--- config.mk ---
export PLATFORM = sky130hd
export DESIGN_NAME = wave_integrator
export DESIGN_NICKNAME = d
export VERILOG_FILES = /design/src/rtl/wave_pkg.sv /design/src/rtl/wave_sat_add.sv /design/src/rtl/wave_integrator.sv
export SDC_FILE = /design/constraint.sdc
export NUM_CORES = 1
export LEC_CHECK = 0
export ABC_AREA = 0
export CAP_MARGIN = 15
export CORE_ASPECT_RATIO = 0.7
export CORE_MARGIN = 1.5
export CORE_UTILIZATION = 50
export CTS_CLUSTER_DIAMETER = 40
export CTS_CLUSTER_SIZE = 30
export DETAILED_ROUTE_END_ITERATION = 10
export GPL_ROUTABILITY_DRIVEN = 0
export PLACE_DENSITY = 0.8
export SLEW_MARGIN = 20
export SYNTH_ARGS = -nofsm -noshare
export SYNTH_HDL_FRONTEND = slang
export SYNTH_SLANG_ARGS = --single-unit
--- constraint.sdc ---
create_clock -name clk_50M -period 2.7 [get_ports clk_50M]
set_input_delay 0.54 -clock clk_50M [delete_from_list [all_inputs] [get_ports clk_50M]]
set_output_delay 0.54 -clock clk_50M [all_outputs]
set_load 0.005 [all_outputs]
--- src/rtl/wave_pkg.sv ---
// rtl/wave_pkg.sv - shared wave-processing constants and FSM state encoding
package wave_pkg;

  localparam int WAVE_WIDTH  = 8;
  localparam int DIFF_OFFSET = 128;

  // Same encoding as the differentiator's IDLE/LOAD_WAVE pair
  typedef enum logic [1:0] {
    IDLE  = 2'd0,
    ACCUM = 2'd1
  } wave_state_t;

endpackage

--- src/rtl/wave_sat_add.sv ---
// rtl/wave_sat_add.sv - integrator step acc - (diff - offset), wrapped or clamped
// Clamps to 0..2^WAVE_WIDTH-1 when WAVE_INTEG_SAT_EN is defined, otherwise wraps modulo 2^WAVE_WIDTH.
module wave_sat_add #(
  parameter int WAVE_WIDTH  = wave_pkg::WAVE_WIDTH,
  parameter int DIFF_OFFSET = wave_pkg::DIFF_OFFSET
) (
  input  logic [WAVE_WIDTH-1:0] acc,
  input  logic [WAVE_WIDTH-1:0] diff_data,
  output logic [WAVE_WIDTH-1:0] sum,
  output logic                  out_of_range
);
  import wave_pkg::*;

  localparam logic [WAVE_WIDTH:0] OFFS = (WAVE_WIDTH+1)'(DIFF_OFFSET);

  logic [WAVE_WIDTH:0]   delta;
  logic [WAVE_WIDTH+1:0] next_val;

  // Two guard bits: top bit is the sign, the next one flags results above full scale
  assign delta        = {1'b0, diff_data} - OFFS;
  assign next_val     = {2'b00, acc} - {delta[WAVE_WIDTH], delta};
  assign out_of_range = next_val[WAVE_WIDTH+1] | next_val[WAVE_WIDTH];

`ifdef WAVE_INTEG_SAT_EN
  always_comb begin
    sum = next_val[WAVE_WIDTH-1:0];
    if (next_val[WAVE_WIDTH+1])
      sum = '0;
    else if (next_val[WAVE_WIDTH])
      sum = '1;
  end
`else
  assign sum = next_val[WAVE_WIDTH-1:0];
`endif

endmodule

--- src/rtl/wave_integrator.sv ---
// rtl/wave_integrator.sv - rebuilds a waveform from an offset-binary difference stream
// Saturation versus wrap is selected inside wave_sat_add by WAVE_INTEG_SAT_EN.
module wave_integrator #(
  parameter int WAVE_WIDTH  = wave_pkg::WAVE_WIDTH,
  parameter int CNT_WIDTH   = 10,
  parameter int DIFF_OFFSET = wave_pkg::DIFF_OFFSET
) (
  input  logic                  clk_50M,
  input  logic                  rst_n,
  input  logic                  valid,
  input  logic [WAVE_WIDTH-1:0] diff_data,
  input  logic [WAVE_WIDTH-1:0] seed_data,
  output logic [WAVE_WIDTH-1:0] wave_dout,
  output logic                  output_valid,
  output logic [CNT_WIDTH-1:0]  sample_cnt,
  output logic                  sat_flag
);
  import wave_pkg::*;

  wave_state_t           state;
  logic [WAVE_WIDTH-1:0] acc;
  logic [WAVE_WIDTH-1:0] step_sum;
  logic                  step_oor;

  wave_sat_add #(
    .WAVE_WIDTH  (WAVE_WIDTH),
    .DIFF_OFFSET (DIFF_OFFSET)
  ) u_sat_add (
    .acc          (acc),
    .diff_data    (diff_data),
    .sum          (step_sum),
    .out_of_range (step_oor)
  );

  always_ff @(posedge clk_50M) begin
    if (!rst_n) begin
      state        <= IDLE;
      acc          <= '0;
      wave_dout    <= '0;
      output_valid <= 1'b0;
      sample_cnt   <= '0;
      sat_flag     <= 1'b0;
    end else begin
      case (state)
        IDLE: begin
          output_valid <= 1'b0;
          // The diff on the seed cycle is dropped: the differentiator emits nothing for its first sample
          if (valid) begin
            acc      <= seed_data;
            sat_flag <= 1'b0;
            state    <= ACCUM;
          end
        end
        ACCUM: begin
          if (valid) begin
            acc          <= step_sum;
            wave_dout    <= step_sum;
            output_valid <= 1'b1;
            sample_cnt   <= sample_cnt + 1'b1;
            if (step_oor)
              sat_flag <= 1'b1;
          end else begin
            output_valid <= 1'b0;
            state        <= IDLE;
          end
        end
        default: begin
          output_valid <= 1'b0;
          state        <= IDLE;
        end
      endcase
    end
  end

endmodule

Figure 1. Routed metal per tile (run 1).
The bar under the picture is 20 um long. 15 x 10 tiles, from black (low) to pale yellow (high), scaled to the fullest tile. Values are wire area over tile area, all layers added.
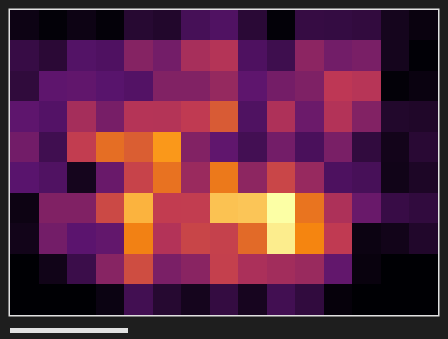
tiles over half the peak: 19%
nearly empty tiles: 10%
densest ninth of the die: centre
Total GRT Usage: 0.2393
WL final: 4.026 mm
Vias: 1,546
routed len/inst: 14.69 um

Figure 2. Local utilization (run 1).
The bar under the picture is 20 um long. 7 x 5 tiles, from black (low) to pale yellow (high), 0 to 100% covered.
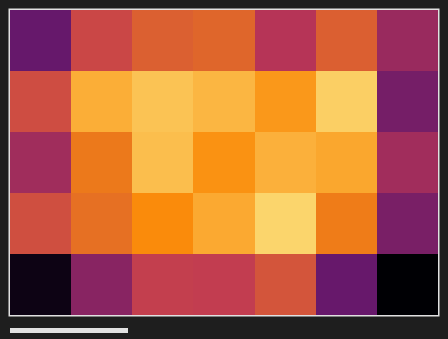
fullest tile: 91%
mean over tiles: 59%
densest ninth of the die: centre
tiles over 75% full: 31%
fp util: 0.5302
Core ar.: 3191 um2
Core Util, Final: 0.7039

Figure 3. Metal 2 (run 1).
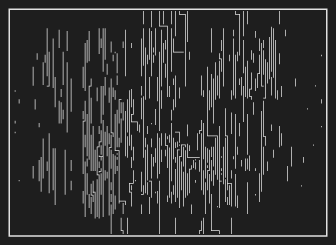
longest straight run: 22.1 um
share of all routed wire: 45%
main direction: vertical
Global Route met2 Usage: 0.3624

==> notes.md, run 1 <==
run metrics: Syn Nets 223, TritonRoute pass-1 iters 4, register area share after synthesis 0.3432, yosys warns 0, Setup WS post-layout 0.2658 ns, FF-to-FF End sample_cnt[9]$_SDFFE_PN0P_, type of the worst setup path in2reg, max FFs per register 10, critical-path cell list clkdlybuf4s50_1, inv_1, ha_1, nor2b_1, o2111a_1, o211ai_1, a2111oi_1, a211oi_1, OpenROAD warning count 29, xor/xnor share 0.04142, power share of the clock group 0.221, Adders+Majority by Area 0.1080, Flop pwr share 0.334, DR iter-0 viols 103, start point of the worst hold path wave_dout[6]$_SDFFE_PN0P_, Worst Path Arrival 2.58 ns, Die ar. 3747 um2, outcome complete, no violations, uppermost layer routed met4, # clk buffers 7, Multi-In Gates 140, PnR Total Power 1.783 mW, GRT met3 Usage 0.06783, Chip Area, Yosys 1692 um2, Leading cell kind logic gates, GR peak layer met2, Regs by FF count sample_cnt (10), acc (8), wave_dout (8), Detail Route Antenna Nets 0, Async SR Flop Fraction 0, Comb. pwr 0.793 mW, most frequent logic cells in the routed design clkdlybuf4s50_1 (38), dfxtp_1 (29), a21oi_1 (15), met3 WL 292 um, f_max 410.8 MHz, WP buf/inv 2, initial antenna violation count 0, largest net degree at the start of global routing 21, Post-DP Area 2145 um2, most frequent cell after synthesis dfxtp_1, IO Count 39, non-clk buf share 0.1961, seq_cells 29, number of max-cap violations 0, # port buffers 38, diode count 0, Commonest Layout Cell clkdlybuf4s50_1, actual slew at the worst max-slew pin 0.5690 ns, CP max-delay cell clkdlybuf4s50_1, hold bufs inserted after CTS 0, Simple Share, Synth 0.1812, final std cells w/o fill 274, crit path time final 2.434 ns, instance count of the mapped netlist 190, clock sink count 29, Leak 0.9060 nW, Die Width 72.52 um, Flop area 580.6 um2, MUX share of area 0.03033, clk slew on worst S/H paths 0.06 ns, fill count 244, Critical Path Source Type input pin, Worst R2R Start state[0]$_SDFFE_PN0P_, worst hold slack 0.4717 ns, Final Cell Area 2246 um2, TritonCTS clock tree done, Worst Path Max Fanout 4, clock group power 0.394 mW, RSZ-0062 raised after global routing false, final slew viol count 0, critical path depth 8, area growth from synthesis to layout 32.77%, # DRC 0, Core Rows 17, yosys cell count 190, switching share of power 0.3603, sequential power 0.596 mW, cell accounting for the most synthesized area dfxtp_1, Reg2Reg Setup Slack 0.59 ns, number of cells on the worst reg-to-reg path 6, WL met2 1.798 mm, main flop type dfxtp_1, multi-input combinational area share 0.4574, CTS root buffer clkbuf_8, total gr overflow 0, Skew-Pair Late Insertion Delay 0.28 ns, yosys aoi share 0.2463, Post-CTS Repair Setup Buffers 0, skew final 0.004009 ns, Post-Place Cells 266, CP top delay family AND-OR/OR-AND gates, CP Capture Type register, max incr delay on CP 0.53 ns, top cell type's share of synthesized area 0.3432, P_int 1.141 mW, register share of the cell area 0.2585, pwr/cell area 793.9 nW/um2, setup TNS 0 ns, Worst setup startpoint diff_data[1]
Figure 4. Track usage over the die (run 1).
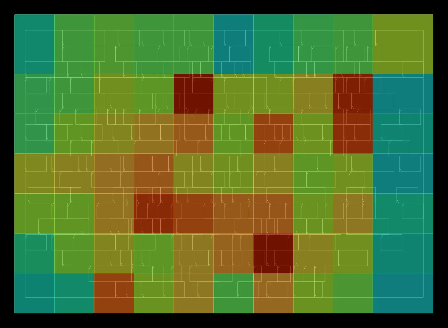

## Run 2: what changed since run 1
--- a/config.mk
+++ b/config.mk
@@ -14,6 +14,7 @@
 export CTS_CLUSTER_SIZE = 30
 export DETAILED_ROUTE_END_ITERATION = 10
 export GPL_ROUTABILITY_DRIVEN = 0
+export GPL_TIMING_DRIVEN = 0
 export PLACE_DENSITY = 0.8
 export SLEW_MARGIN = 20
 export SYNTH_ARGS = -nofsm -noshare
Figure 5. Track usage over the die (run 2).
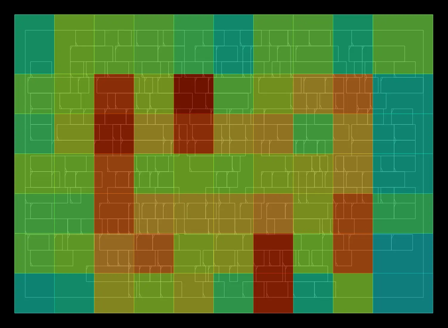
GRT met3 Usage: 0.06395
GR peak layer: met1
Core Util, Final: 0.6914

==> run 2 against run 1 <==
Effect of this change: first-iteration DRC count is 13% higher; sequential cell count unchanged; worst setup slack worse by 0.11 ns; critical path depth shrank 1; highest routed layer unchanged.
==> notes.md, run 2 <==
run metrics: outcome complete, no violations, max FFs per register 10 (unchanged), Simple Share, Synth 0.1812 (unchanged), multi-input combinational area share 0.4657 (+0.008300), FF-to-FF End acc[7]$_SDFFE_PN0P_, skew final 0.004094 ns (+0.00008543 ns), register area share after synthesis 0.3432 (unchanged), crit path time final 2.548 ns (+0.1142 ns), CP max-delay cell clkdlybuf4s50_1, Total GRT Usage 0.2256 (-0.01371), fp util 0.5302 (unchanged), # port buffers 38 (unchanged), cell accounting for the most synthesized area dfxtp_1, syn avg cell area 8.903 um2, initial antenna violation count 0 (unchanged), start point of the worst hold path wave_dout[6]$_SDFFE_PN0P_, Worst R2R Start acc[6]$_SDFFE_PN0P_, Comb. pwr 0.763 mW (-3.8%), Post-Place Cells 266 (unchanged), Worst Path Max Fanout 7 (+3), Chip Area, Yosys 1692 um2 (unchanged), f_max 392.4 MHz (-4.5%), largest net degree at the start of global routing 11 (-48%), IO Count 39 (unchanged), setup TNS 0 ns (unchanged), number of cells on the worst reg-to-reg path 5 (-1), most frequent cell after synthesis dfxtp_1, Flop area 580.6 um2 (unchanged), uppermost layer routed met4, actual slew at the worst max-slew pin 0.4771 ns (-0.09183 ns), worst hold slack 0.4656 ns (-0.006115 ns), Syn Nets 223 (unchanged), RSZ-0062 raised after global routing false, TritonCTS clock tree done, non-clk buf share 0.1883 (-0.007785), Reg2Reg Setup Slack 0.63 ns (+0.04 ns), area growth from synthesis to layout 30.40%, max incr delay on CP 0.47 ns (-0.06 ns), Worst Path Arrival 2.70 ns (+0.12 ns), number of max-cap violations 0 (unchanged), Regs by FF count sample_cnt (10), acc (8), wave_dout (8), top cell type's share of synthesized area 0.3432 (unchanged), # DRC 0 (unchanged), critical-path cell list clkdlybuf4s50_1, inv_1, ha_1, a21oi_1, mux2_2, nor3_1, o211ai_1, Leading cell kind logic gates, OpenROAD warning count 29 (unchanged), Critical Path Source Type input pin, register share of the cell area 0.2632 (+0.004691), MUX share of area 0.03033 (unchanged), Post-CTS Repair Setup Buffers 0 (unchanged), Core Rows 17 (unchanged), yosys cell count 190 (unchanged), Multi-In Gates 140 (unchanged), seq_cells 29 (unchanged), final slew viol count 0 (unchanged), met3 WL 249 um (-15%), pwr/cell area 769.1 nW/um2 (-3.1%), Die Width 72.52 um (unchanged), Worst setup startpoint diff_data[6], type of the worst setup path in2reg, DR iter-0 viols 116 (+13%), yosys aoi share 0.2463 (unchanged), bufs w/o clock 46, Setup WS post-layout 0.1516 ns (-0.1142 ns), CTS root buffer clkbuf_8, sequential power 0.576 mW (-3%), Skew-Pair Late Insertion Delay 0.28 ns (about the same), yosys warns 0 (unchanged), PnR Total Power 1.697 mW (-4.9%), Global Route met2 Usage 0.3119 (-0.05046), clock group power 0.357 mW (-9.4%), total gr overflow 0 (unchanged), CP Capture Type register, Commonest Layout Cell clkdlybuf4s50_1, WL met2 1.564 mm (-13%), most frequent logic cells in the routed design clkdlybuf4s50_1 (38), dfxtp_1 (29), a21oi_1 (15), diode count 0 (unchanged), Die ar. 3747 um2 (unchanged), TritonRoute pass-1 iters 4 (unchanged), fraction of layout cells with a size suffix above 1 0.05957, critical path depth 7 (-1), Layout Nets 268, P_int 1.083 mW (-5.1%), clk slew on worst S/H paths 0.06 ns (about the same), fill count 277 (+14%), WL final 3.805 mm (-5.5%), Core ar. 3191 um2 (unchanged), Leak 0.8756 nW (-3.4%), clock sink count 29 (unchanged), switching power 0.6138 mW, final std cells w/o fill 273 (-0.36%), final setup fails 0, Async SR Flop Fraction 0 (unchanged), instance count of the mapped netlist 190 (unchanged), Adders+Majority by Area 0.1080 (unchanged), Detail Route Antenna Nets 0 (unchanged), Post-DP Area 2120 um2 (-1.2%), routed len/inst 13.94 um (-5.1%), WP buf/inv 2 (unchanged), main flop type dfxtp_1, switching share of power 0.3618 (+0.001539), Final Hold Vio Count 0, power share of the clock group 0.211 (-0.010), Final Cell Area 2206 um2 (-1.8%), Flop pwr share 0.340 (+0.006), CP top delay family buffers and inverters, # clk buffers 7 (unchanged)
Figure 6. Signal wires on met1 (run 2).
The bar under the picture is 20 um long.
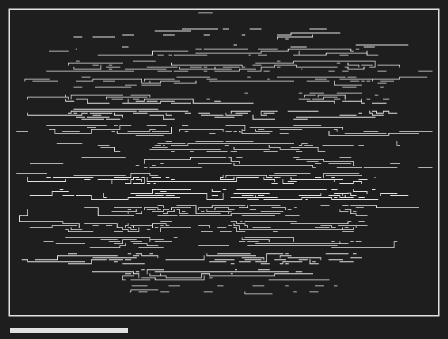
main direction: horizontal
longest straight run: 22.5 um
wire length on this layer: 1,920 um
share of all routed wire: 50%
Vias: 1,513
met1 usage: 0.3282

## Run 3: what changed since run 2
--- a/config.mk
+++ b/config.mk
@@ -6,7 +6,6 @@
 export NUM_CORES = 1
 export LEC_CHECK = 0
 export ABC_AREA = 0
-export CAP_MARGIN = 15
 export CORE_ASPECT_RATIO = 0.7
 export CORE_MARGIN = 1.5
 export CORE_UTILIZATION = 50
Figure 7. Track usage over the die (run 3).
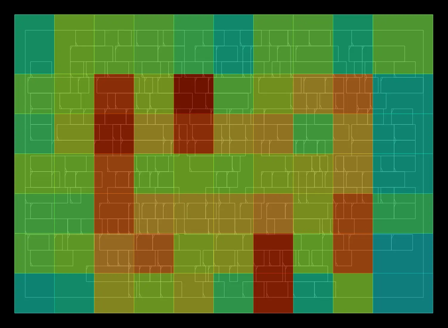
Total GRT Usage: 0.2256
routed len/inst: 13.94 um
Global Route met2 Usage: 0.3119

Figure 8. Routed metal per tile (run 3).
The bar under the picture is 20 um long. 15 x 10 tiles, from black (low) to pale yellow (high), scaled to the fullest tile. Values are wire area over tile area, all layers added.
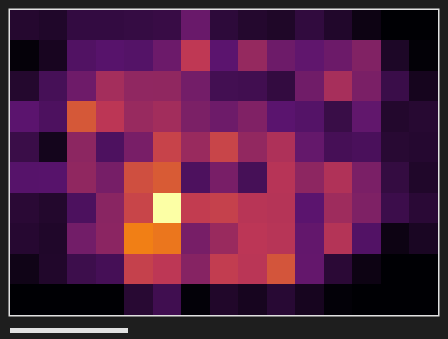
densest ninth of the die: centre
nearly empty tiles: 10%
emptiest ninth of the die: south-east
tiles over half the peak: 10%
mean over tiles: 0.16
fullest tile: 0.65
WL final: 3.805 mm

==> run 3 against run 2 <==
Effect of this change: critical path depth unchanged; combinational power barely moved; core utilization is the same; synthesized cell count did not move; count of clock-buffer cells in the layout is the same; final cell count did not move; non-clock buffer count unchanged; first-iteration DRC count is the same; global-route usage is the same; fmax stayed put; clock skew unchanged; largest cell class unchanged; largest power group unchanged.
==> notes.md, run 3 <==
run metrics: Post-Place Cells 266 (unchanged), max FFs per register 10 (unchanged), Leading cell kind logic gates, Final Hold Vio Count 0 (unchanged), CP top delay family buffers and inverters, Vias 1,513 (unchanged), top cell type's share of synthesized area 0.3432 (unchanged), multi-input combinational area share 0.4657 (unchanged), WL met2 1.564 mm (unchanged), instance count of the mapped netlist 190 (unchanged), Die ar. 3747 um2 (unchanged), EDFF count, synth 0, outcome complete, no violations, number of max-cap violations 0 (unchanged), Worst setup startpoint diff_data[6], final std cells w/o fill 273 (unchanged), area growth from synthesis to layout 30.40% (unchanged), post-cts resize count 0, FF-to-FF End acc[7]$_SDFFE_PN0P_, Post-DP HPWL 2.855 mm, critical-path cell list clkdlybuf4s50_1, inv_1, ha_1, a21oi_1, mux2_2, nor3_1, o211ai_1, Leak 0.8756 nW (unchanged), Final Cell Area 2206 um2 (unchanged), Core Rows 17 (unchanged), power share of the clock group 0.211 (about the same), CTS root buffer clkbuf_8, MUX share of area 0.03033 (unchanged), clock sink count 29 (unchanged), clk buf depth 2, # clk buffers 7 (unchanged), worst hold slack 0.4656 ns (unchanged), Layout Nets 268 (unchanged), vias in the first global route 1,355, top power group combinational cells, TritonCTS clock tree done, register area share after synthesis 0.3432 (unchanged), non-clk buf share 0.1883 (unchanged), Post-DP Area 2120 um2 (unchanged), fp util 0.5302 (unchanged), Core Util, Final 0.6914 (unchanged), switching share of power 0.3618 (unchanged), start point of the worst hold path wave_dout[6]$_SDFFE_PN0P_, Comb. pwr 0.763 mW (about the same), RSZ-0062 raised after global routing false, final slew viol count 0 (unchanged), most frequent logic cells in the routed design clkdlybuf4s50_1 (38), dfxtp_1 (29), a21oi_1 (15), yosys cell count 190 (unchanged), Worst Path Max Fanout 7 (unchanged), uppermost layer routed met4, Async SR Flop Fraction 0 (unchanged), Tapcells 38, switching power 0.6138 mW (unchanged), syn avg cell area 8.903 um2 (unchanged), CP max-delay cell clkdlybuf4s50_1, fill count 277 (unchanged), crit path time final 2.548 ns (unchanged), GR peak layer met1, clock network share of area 0.03914, worst slack at placement -0.08608 ns, initial antenna violation count 0 (unchanged), pwr/cell area 769.1 nW/um2 (unchanged), top comb family, area AND-OR/OR-AND gates, diode count 0 (unchanged), clk slew on worst S/H paths 0.06 ns (about the same), Multi-In Gates 140 (unchanged), f_max 392.4 MHz (unchanged), number of cells on the worst reg-to-reg path 5 (unchanged), GRT met3 Usage 0.06395 (unchanged), vias per cell 5.542, # DRC 0 (unchanged), Syn Nets 223 (unchanged), DR iter-0 viols 116 (unchanged), Die Width 72.52 um (unchanged), Simple Share, Synth 0.1812 (unchanged), setup TNS 0 ns (unchanged), cell accounting for the most synthesized area dfxtp_1, yosys warns 0 (unchanged), Adders+Majority by Area 0.1080 (unchanged), OpenROAD warning count 29 (unchanged), yosys aoi share 0.2463 (unchanged), actual slew at the worst max-slew pin 0.4771 ns (unchanged), register share of the cell area 0.2632 (unchanged), sequential power 0.576 mW (about the same), met3 WL 249 um (unchanged), PnR Total Power 1.697 mW (unchanged), Worst R2R Start acc[6]$_SDFFE_PN0P_, type of the worst setup path in2reg, Flop pwr share 0.340 (about the same), fraction of layout cells with a size suffix above 1 0.05957 (unchanged), met1 usage 0.3282 (unchanged), main flop type dfxtp_1, Reg2Reg Setup Slack 0.63 ns (about the same), Worst Setup EP acc[7]$_SDFFE_PN0P_, flops & latches, synth 29, Worst Path Arrival 2.70 ns (about the same), Core ar. 3191 um2 (unchanged), final setup fails 0 (unchanged), seq_cells 29 (unchanged), IO Count 39 (unchanged), Regs by FF count sample_cnt (10), acc (8), wave_dout (8), Chip Area, Yosys 1692 um2 (unchanged), max incr delay on CP 0.47 ns (about the same), Post-CTS Repair Setup Buffers 0 (unchanged), CP Capture Type register, Synth Cell Area 1692 um2, Commonest Layout Cell clkdlybuf4s50_1, Detail Route Antenna Nets 0 (unchanged), bufs w/o clock 46 (unchanged), Flop area 580.6 um2 (unchanged), clock group power 0.357 mW (about the same), largest net degree at the start of global routing 11 (unchanged), # port buffers 38 (unchanged), peak supply drop 0.4544 mV, critical path depth 7 (unchanged), most frequent cell after synthesis dfxtp_1, total gr overflow 0 (unchanged), P_int 1.083 mW (unchanged), skew final 0.004094 ns (unchanged), Skew-Pair Late Insertion Delay 0.28 ns (about the same), WP buf/inv 2 (unchanged), Comb area 1027 um2, Setup WS post-layout 0.1516 ns (unchanged), TritonRoute pass-1 iters 4 (unchanged), Critical Path Source Type input pin
No activity file was given, so power comes from the tool's default toggle rates.
